==> src/rtl/pc_branch_sequencer.sv <==
// Program counter owner and instruction-fetch sequencer: sequential PC+4 fetch with
// valid/ready handshake, stall hold, taken-branch redirect with flush, misalign lockout.
module pc_branch_sequencer #(
  parameter int              XLEN        = 32,
  parameter logic [XLEN-1:0] RESET_PC    = '0,
  parameter int              INSTR_BYTES = 4
) (
  input  logic            clk,
  input  logic            rst_n,
  input  logic            stall,
  input  logic            branch_valid,
  input  logic            branch_taken,
  input  logic [XLEN-1:0] branch_pc,
  input  logic [XLEN-1:0] branch_imm,
  output logic            imem_req,
  output logic [XLEN-1:0] imem_addr,
  input  logic            imem_ready,
  output logic            if_valid,
  output logic [XLEN-1:0] if_pc,
  output logic            flush,
  output logic            misalign
);

  // state    | meaning
  // BOOT     | first cycle after reset release, no request
  // FETCH    | request pc_q, advance on handshake
  // HOLD     | stalled, request dropped, pc_q frozen
  // REDIRECT | flush cycle after a taken branch, pc_q holds target
  // TRAP     | misaligned target seen; frozen until reset
  typedef enum logic [2:0] {
    S_BOOT,
    S_FETCH,
    S_HOLD,
    S_REDIRECT,
    S_TRAP
  } state_t;

  state_t          state_q, state_d;
  logic [XLEN-1:0] pc_q, pc_d;
  logic [XLEN-1:0] if_pc_d;
  logic            if_valid_d, flush_d, misalign_d;
  logic [XLEN-1:0] tgt, seq_pc;
  logic            take, xfer;

  // The shift binds to the immediate; the carry out of the sum is dropped.
  assign tgt    = branch_pc + {branch_imm[XLEN-2:0], 1'b0};
  assign seq_pc = pc_q + XLEN'(INSTR_BYTES);
  assign take   = branch_valid && branch_taken && (state_q != S_TRAP);
  assign xfer   = imem_req && imem_ready;
  assign imem_addr = pc_q;

  always_comb begin
    state_d    = state_q;
    pc_d       = pc_q;
    if_pc_d    = if_pc;
    if_valid_d = 1'b0;
    flush_d    = 1'b0;
    misalign_d = 1'b0;
    imem_req   = (state_q == S_FETCH) && !stall;

    if (take) begin
      // A handshake coinciding with a redirect is discarded: no if_valid, no +4.
      flush_d = 1'b1;
      if (tgt[1:0] != 2'b00) begin
        misalign_d = 1'b1;
        state_d    = S_TRAP;
      end else begin
        pc_d    = tgt;
        state_d = S_REDIRECT;
      end
    end else begin
      case (state_q)
        S_BOOT:     state_d = S_FETCH;
        S_FETCH: begin
          if (stall) begin
            state_d = S_HOLD;
          end else if (xfer) begin
            pc_d       = seq_pc;
            if_valid_d = 1'b1;
            if_pc_d    = pc_q;
          end
        end
        S_HOLD:     if (!stall) state_d = S_FETCH;
        S_REDIRECT: state_d = stall ? S_HOLD : S_FETCH;
        S_TRAP:     state_d = S_TRAP;
        default:    state_d = S_BOOT;
      endcase
    end
  end

  always_ff @(posedge clk or negedge rst_n) begin
    if (!rst_n) begin
      state_q  <= S_BOOT;
      pc_q     <= RESET_PC;
      if_valid <= 1'b0;
      if_pc    <= '0;
      flush    <= 1'b0;
      misalign <= 1'b0;
    end else begin
      state_q  <= state_d;
      pc_q     <= pc_d;
      if_valid <= if_valid_d;
      if_pc    <= if_pc_d;
      flush    <= flush_d;
      misalign <= misalign_d;
    end
  end

endmodule
==> config.mk <==
export PLATFORM = sky130hd
export DESIGN_NAME = pc_branch_sequencer
export DESIGN_NICKNAME = d
export VERILOG_FILES = /design/src/rtl/pc_branch_sequencer.sv
export SDC_FILE = /design/constraint.sdc
export NUM_CORES = 1
export LEC_CHECK = 0
export ABC_AREA = 1
export CAP_MARGIN = 20
export CORE_MARGIN = 4
export CORE_UTILIZATION = 57
export CTS_BUF_LIST = sky130_fd_sc_hd__clkbuf_8
export DETAILED_ROUTE_END_ITERATION = 6
export HOLD_SLACK_MARGIN = 0.03
export PLACE_DENSITY = 0.92
export SYNTH_ARGS = -nofsm -noshare
export SYNTH_HDL_FRONTEND = slang
export SYNTH_SLANG_ARGS = --single-unit
export TNS_END_PERCENT = 5
==> constraint.sdc <==
create_clock -name clk -period 3.3 [get_ports clk]
set_input_delay 0.825 -clock clk [delete_from_list [all_inputs] [get_ports clk]]
set_output_delay 0.825 -clock clk [all_outputs]
set_load 0.02 [all_outputs]
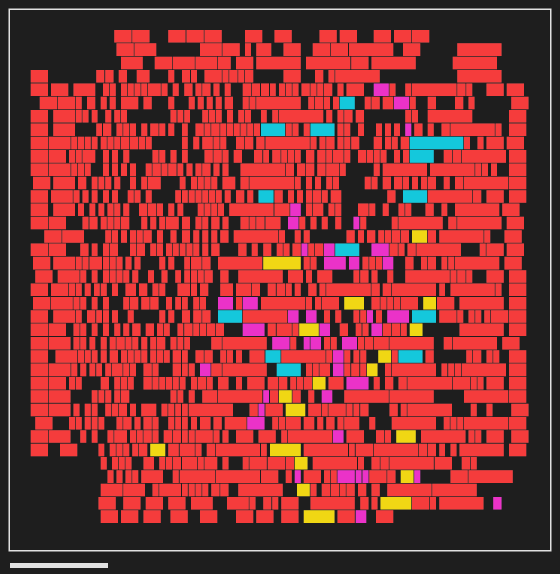
*Cell sizes after repair, run 1*
Scale bar: 20 um.
legend:
  yellow:
    size: drive 3 to 4
    cells: 19
  red:
    size: drive 1 or less
    cells: 1003
  cyan:
    size: drive 6 and up
    cells: 13
  magenta:
    size: drive 2
    cells: 41
layout overhead on the synthesized area: 28.4%
Post-Layout Inst Area: 0.00762 mm^2
least setup slack across all paths after layout: 0.320 ns

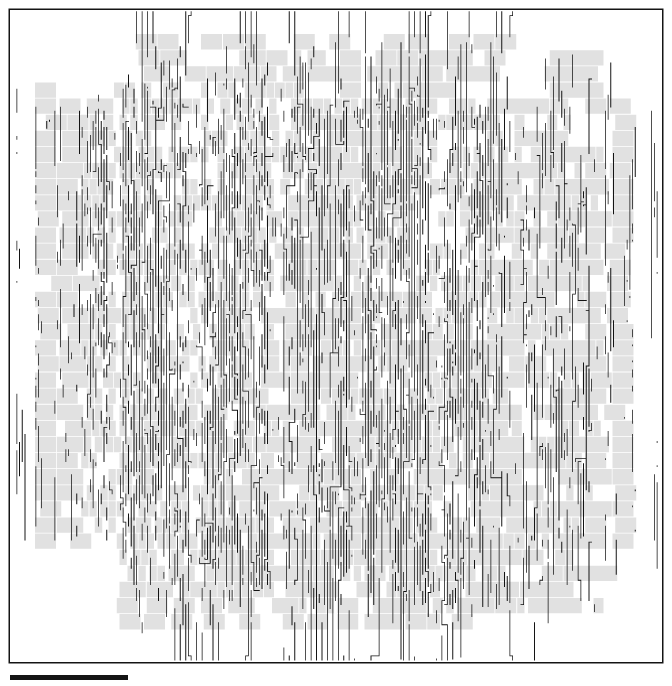
*Met2 routing, run 1*
Scale bar: 20 um.
nets with wire on the layer: 927
longest straight run: 49.0 um
main direction: vertical
GR Util met2: 49.8%
vias post-DR: 6467
WL final: 16.7 mm

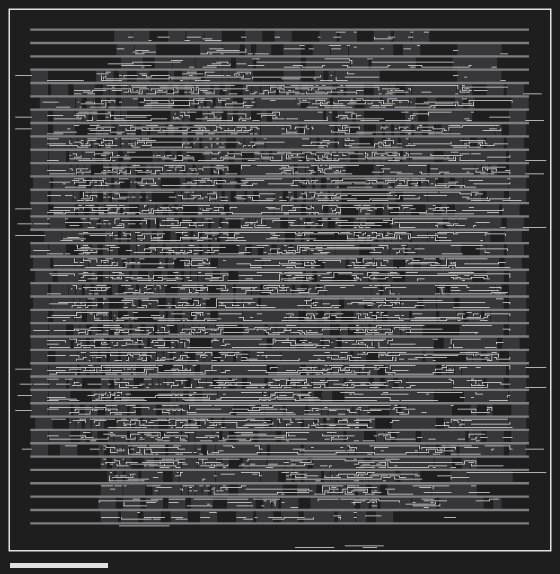
*The metal 1 layer, run 1*
Scale bar: 20 um. Supply wires on this layer in gray.
wire length on this layer: 6880 um
main direction: horizontal
share of all routed wire: 41%
nets with wire on the layer: 1076
Global Route met1 Usage: 37.3%

==> GITHUB_STEP_SUMMARY, run 1 <==
## Implementation flow summary

| Metric | Value |
|---|---|
| Final worst path period share | 90.3% |
| Result of the run | completed |
| Post-Syn Area per Cell | 6.35 um^2 |
| Fin. max-slew vios | 0 |
| Initial antenna violation count | 0 |
| Post-route antenna net violation count | 0 |
| Detailed-route DRC error count | 0 |
| Std-Cell Core Area | 0.0102 mm^2 |
| Number of standard cells after synthesis | 935 |
| Final critical delay including setup and external delays | 2.98 ns |
| Transition time at the pin with the least slew margin | 0.508 ns |
| Main area contributors | sky130_fd_sc_hd__dfrtp_1, sky130_fd_sc_hd__nand2_1, sky130_fd_sc_hd__inv_1, sky130_fd_sc_hd__ha_1, sky130_fd_sc_hd__nor2_1 |
| Horizontal die dimension | 110 um |
| FF-to-FF Start | imem_addr[2] |
| DRC violation total after the first TritonRoute iteration | 474 |
| Starting density of the core | 58.1% |
| Clock root cell | sky130_fd_sc_hd__clkbuf_8 |
| Global-route wire length before repair | 27.8 mm |
| Post-synth EDFFs | 0 |
| Post-DR vias/cell | 5.34 |
| Worst reg-to-reg setup slack | 1.38 ns |
| Count of boundary I/O pins | 138 |
| Power Density | 682 mW/mm^2 |
| Required time of the critical path | 2.47 ns |
| Most common cell in the netlist | sky130_fd_sc_hd__nand2_1 |
| R2r worst-path depth | 10 |
| Final Power | ~5.2 mW |
| Synth Cell Area | 0.00594 mm^2 |
| Biggest area consumer among synthesized cells | sky130_fd_sc_hd__dfrtp_1 |
| Post-DP HPWL | 13.4 mm |
| Max VDD drop | ~390 uV |
| Vias in the first global route | 6009 |
| Multi-input gate area | ~0.0035 mm^2 |
| Sequential cell area fraction in the yosys report | 29.5% |
| Cell total in the yosys stat output | 935 |
| Num CTS Buffers | 9 |
| Maximum count of clock buffers along a single path | 2 |
| Resized cells post-CTS | 0 |
| Y dimension of the die | 110 um |
## run 1: per-stage QoR
stage               hold slack [ns]  utilization (%)  area [um^2]  std cells
floorplan                     0.529                -         5940        935
global placement              0.462             72.5         7420       1196
detailed placement            0.466             72.5         7420       1196
CTS                           0.433             74.5         7620       1212
global route                  0.478             74.5         7620       1212
finish                        0.430             74.5         7620       1212
## run 1: cell type report
| type | count | share of cell area, % |
|---|---|---|
| multi-input cells | 702 | 46.5 |
| clock buffers | 9 | 1.62 |
| clock inverters | 7 | 1.05 |
| flip-flops and latches | 70 | 23.0 |
| inverters | 146 | 7.22 |
| repair buffers | 142 | 18.4 |
| well taps | 136 | 2.23 |
## run 1: critical path, stage by stage
cell	delay, ns
sky130_fd_sc_hd__clkdlybuf4s50_1	0.46
sky130_fd_sc_hd__nor2_2	0.22
sky130_fd_sc_hd__clkdlybuf4s50_1	0.65
## run 1: registers in the layout, indices dropped and copies added (netlist names)
signal / flops
imem_addr: 32
if_pc: 32
state_q: 3
flush: 1
if_valid: 1
misalign: 1
## run 1: where the power goes
group	internal [mW]	switching, mW	total [mW]
sequential	1.22	0.425	1.64
combinational	1.17	1.68	2.85
clock	0.358	0.351	0.709
total	2.75	2.45	5.20
## run 1: routing by layer
layer	GRT usage, %	vias to the layer above	routed length (um)	part of all wire, %
li1	-	3246	-	-
met1	37.3	2895	6880	41
met3	2.97	35	1350	8.0
met2	49.8	291	8070	48
met4	9.80	0	437	2.6
met5	0	-	0	0
## run 1: kinds of logic after synthesis
| family | after synthesis | share of synthesized area [%] |
|---|---|---|
| buffers and inverters | 163 | 10.8 |
| DFF | 70 | 29.5 |
| and+or+nand+nor | 522 | 38.0 |
| adders and majority gates | 32 | 6.87 |
| AOI/OAI and AO/OA | 134 | 12.7 |
| xor gates and xnor gates | 14 | 2.06 |
### Routing congestion, run 1

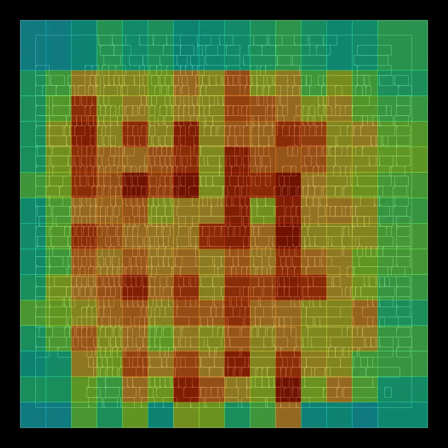

==> run 1 -> run 2 <==
Settings changed: REMOVE_ABC_BUFFERS set to 1.
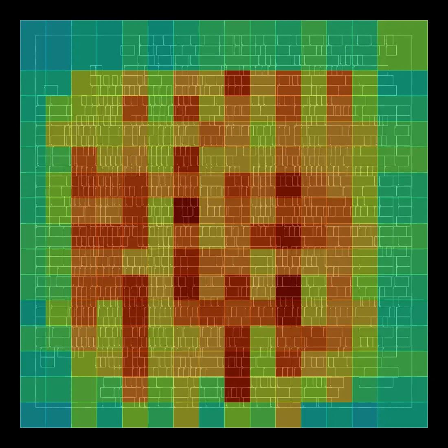
*Routing congestion, run 2*
met3 layer usage reported by global route: 4.19%
Global Route met1 Usage: 34.9%
GR Util met2: 47.1%
final routed wire length divided by cell count: 13.8 um

==> GITHUB_STEP_SUMMARY, run 2 <==
## Implementation flow summary

| Metric | Value |
|---|---|
| Result of the run | completed (unchanged) |
| Biggest area consumer among synthesized cells | sky130_fd_sc_hd__dfrtp_1 (unchanged) |
| Initial antenna violation count | 0 (unchanged) |
| Proportion of cell area occupied by registers | 23.0% (about the same) |
| Std-Cell Core Area | 0.0102 mm^2 (unchanged) |
| Cell total in the yosys stat output | 935 (unchanged) |
| Post-DR vias/cell | 5.39 (was 5.34) |
| Detailed-route DRC error count | 0 (unchanged) |
| Area-dominant class | logic gates (unchanged) |
| Global-route wire length before repair | 27.0 mm (was 27.8 mm) |
| Global-route layer with the greatest usage | met2 (unchanged) |
| Post-route antenna net violation count | 0 (unchanged) |
| Multi-input gate area | 0.00355 mm^2 (unchanged) |
| Number of flip-flops and latches | 70 (unchanged) |
| Maximum count of clock buffers along a single path | 2 (unchanged) |
| Resized cells post-CTS | 0 (unchanged) |
| Transition time at the pin with the least slew margin | 0.881 ns (was 0.508 ns) |
| Top layer reached by signal wires | met4 (unchanged) |
| Most common cell in the netlist | sky130_fd_sc_hd__nand2_1 (unchanged) |
| Post-synth EDFFs | 0 (unchanged) |
| Final critical delay including setup and external delays | 2.97 ns (was 2.98 ns) |
| Bufs w/o clock | 140 (was 142) |
| Clock root cell | sky130_fd_sc_hd__clkbuf_8 (unchanged) |
| Post-route met1 wirelength | 6.68 mm (was 6.88 mm) |
| Fin. max-slew vios | 0 (unchanged) |
| Final worst path period share | 89.9% (was 90.3%) |
| Vias in the first global route | 6036 (was 6009) |
| Power Density | 688 mW/mm^2 (was 682 mW/mm^2) |
| Layout overhead on the synthesized area | 28.4% (about the same) |
| Worst hold-check slack | 0.486 ns (was 0.430 ns) |
| Post-Layout Inst Area | 0.00763 mm^2 (was 0.00762 mm^2) |
| Horizontal die dimension | 110 um (unchanged) |
| Post-Syn Area per Cell | 6.35 um^2 (unchanged) |
| Max VDD drop | 467 uV (was 388 uV) |
| Clock buffer count | 10 (was 9) |
| Multi-input combinational area share | 46.5% (about the same) |
| Met2 wirelength from detailed routing | 7.99 mm (was 8.07 mm) |
| Main area contributors | sky130_fd_sc_hd__dfrtp_1, sky130_fd_sc_hd__nand2_1, sky130_fd_sc_hd__inv_1, sky130_fd_sc_hd__ha_1, sky130_fd_sc_hd__nor2_1 (unchanged) |
| Synth Cell Area | 0.00594 mm^2 (unchanged) |
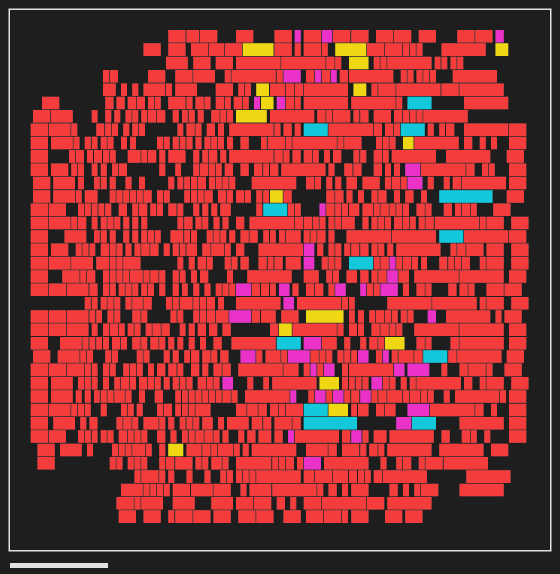
*Cell sizes after repair, run 2*
Scale bar: 20 um.
legend:
  yellow:
    size: drive 3 to 4
    cells: 16
  cyan:
    size: drive 6 and up
    cells: 12
  red:
    size: drive 1 or less
    cells: 1003
  magenta:
    size: drive 2
    cells: 43

==> run 2: cell types whose count changed in the layout (fill, tap and decap cells not counted) <==
cell / delta
sky130_fd_sc_hd__clkbuf_8: +1
sky130_fd_sc_hd__bufinv_16: +1
sky130_fd_sc_hd__clkinv_4: -1
sky130_fd_sc_hd__inv_6: -3
sky130_fd_sc_hd__clkinv_2: +2
sky130_fd_sc_hd__buf_4: -2
==> run 2: logic make-up (layout without fill, tap and decap cells) <==
logic type / Yosys count / after routing / synth area share (%)
compound gates: 134 / 134 / 12.7
xor+xnor: 14 / 14 / 2.06
fa+ha+maj: 32 / 32 / 6.87
buf+inv: 163 / 302 / 10.8
flops: 70 / 70 / 29.5
simple gates: 522 / 522 / 38.0
==> run 2: worst max-delay path by stage <==
stage	startpoint	to	slack [ns]	cells after the start
2_1_floorplan	branch_valid	imem_addr[13]	0.83	6
3_3_place_gp	stall	imem_req	0.36	3
3_5_place_dp	stall	imem_req	0.33	3
4_1_cts	stall	imem_req	0.33	3
5_1_grt	stall	imem_req	0.28	3
6_report	stall	imem_req	0.33	3
==> run 2: worst max-delay path: stages <==
cell	delay, ns
sky130_fd_sc_hd__clkdlybuf4s50_1	0.46
sky130_fd_sc_hd__nor2_2	0.22
sky130_fd_sc_hd__clkdlybuf4s50_1	0.63
==> run 2: power breakdown <==
group	internal, mW	total [mW]	switching (mW)
Combinational	1.17	2.84	1.67
Sequential	1.22	1.63	0.413
Clock	0.443	0.773	0.330
==> run 2: through the flow <==
stage	total power [mW]	utilization [%]
global placement	4.34	72.4
floorplan	3.20	-
finish	5.25	74.6
global route	5.60	74.6
CTS	5.23	74.6
detailed placement	4.44	72.4
Power is estimated from default activity; no workload was simulated.
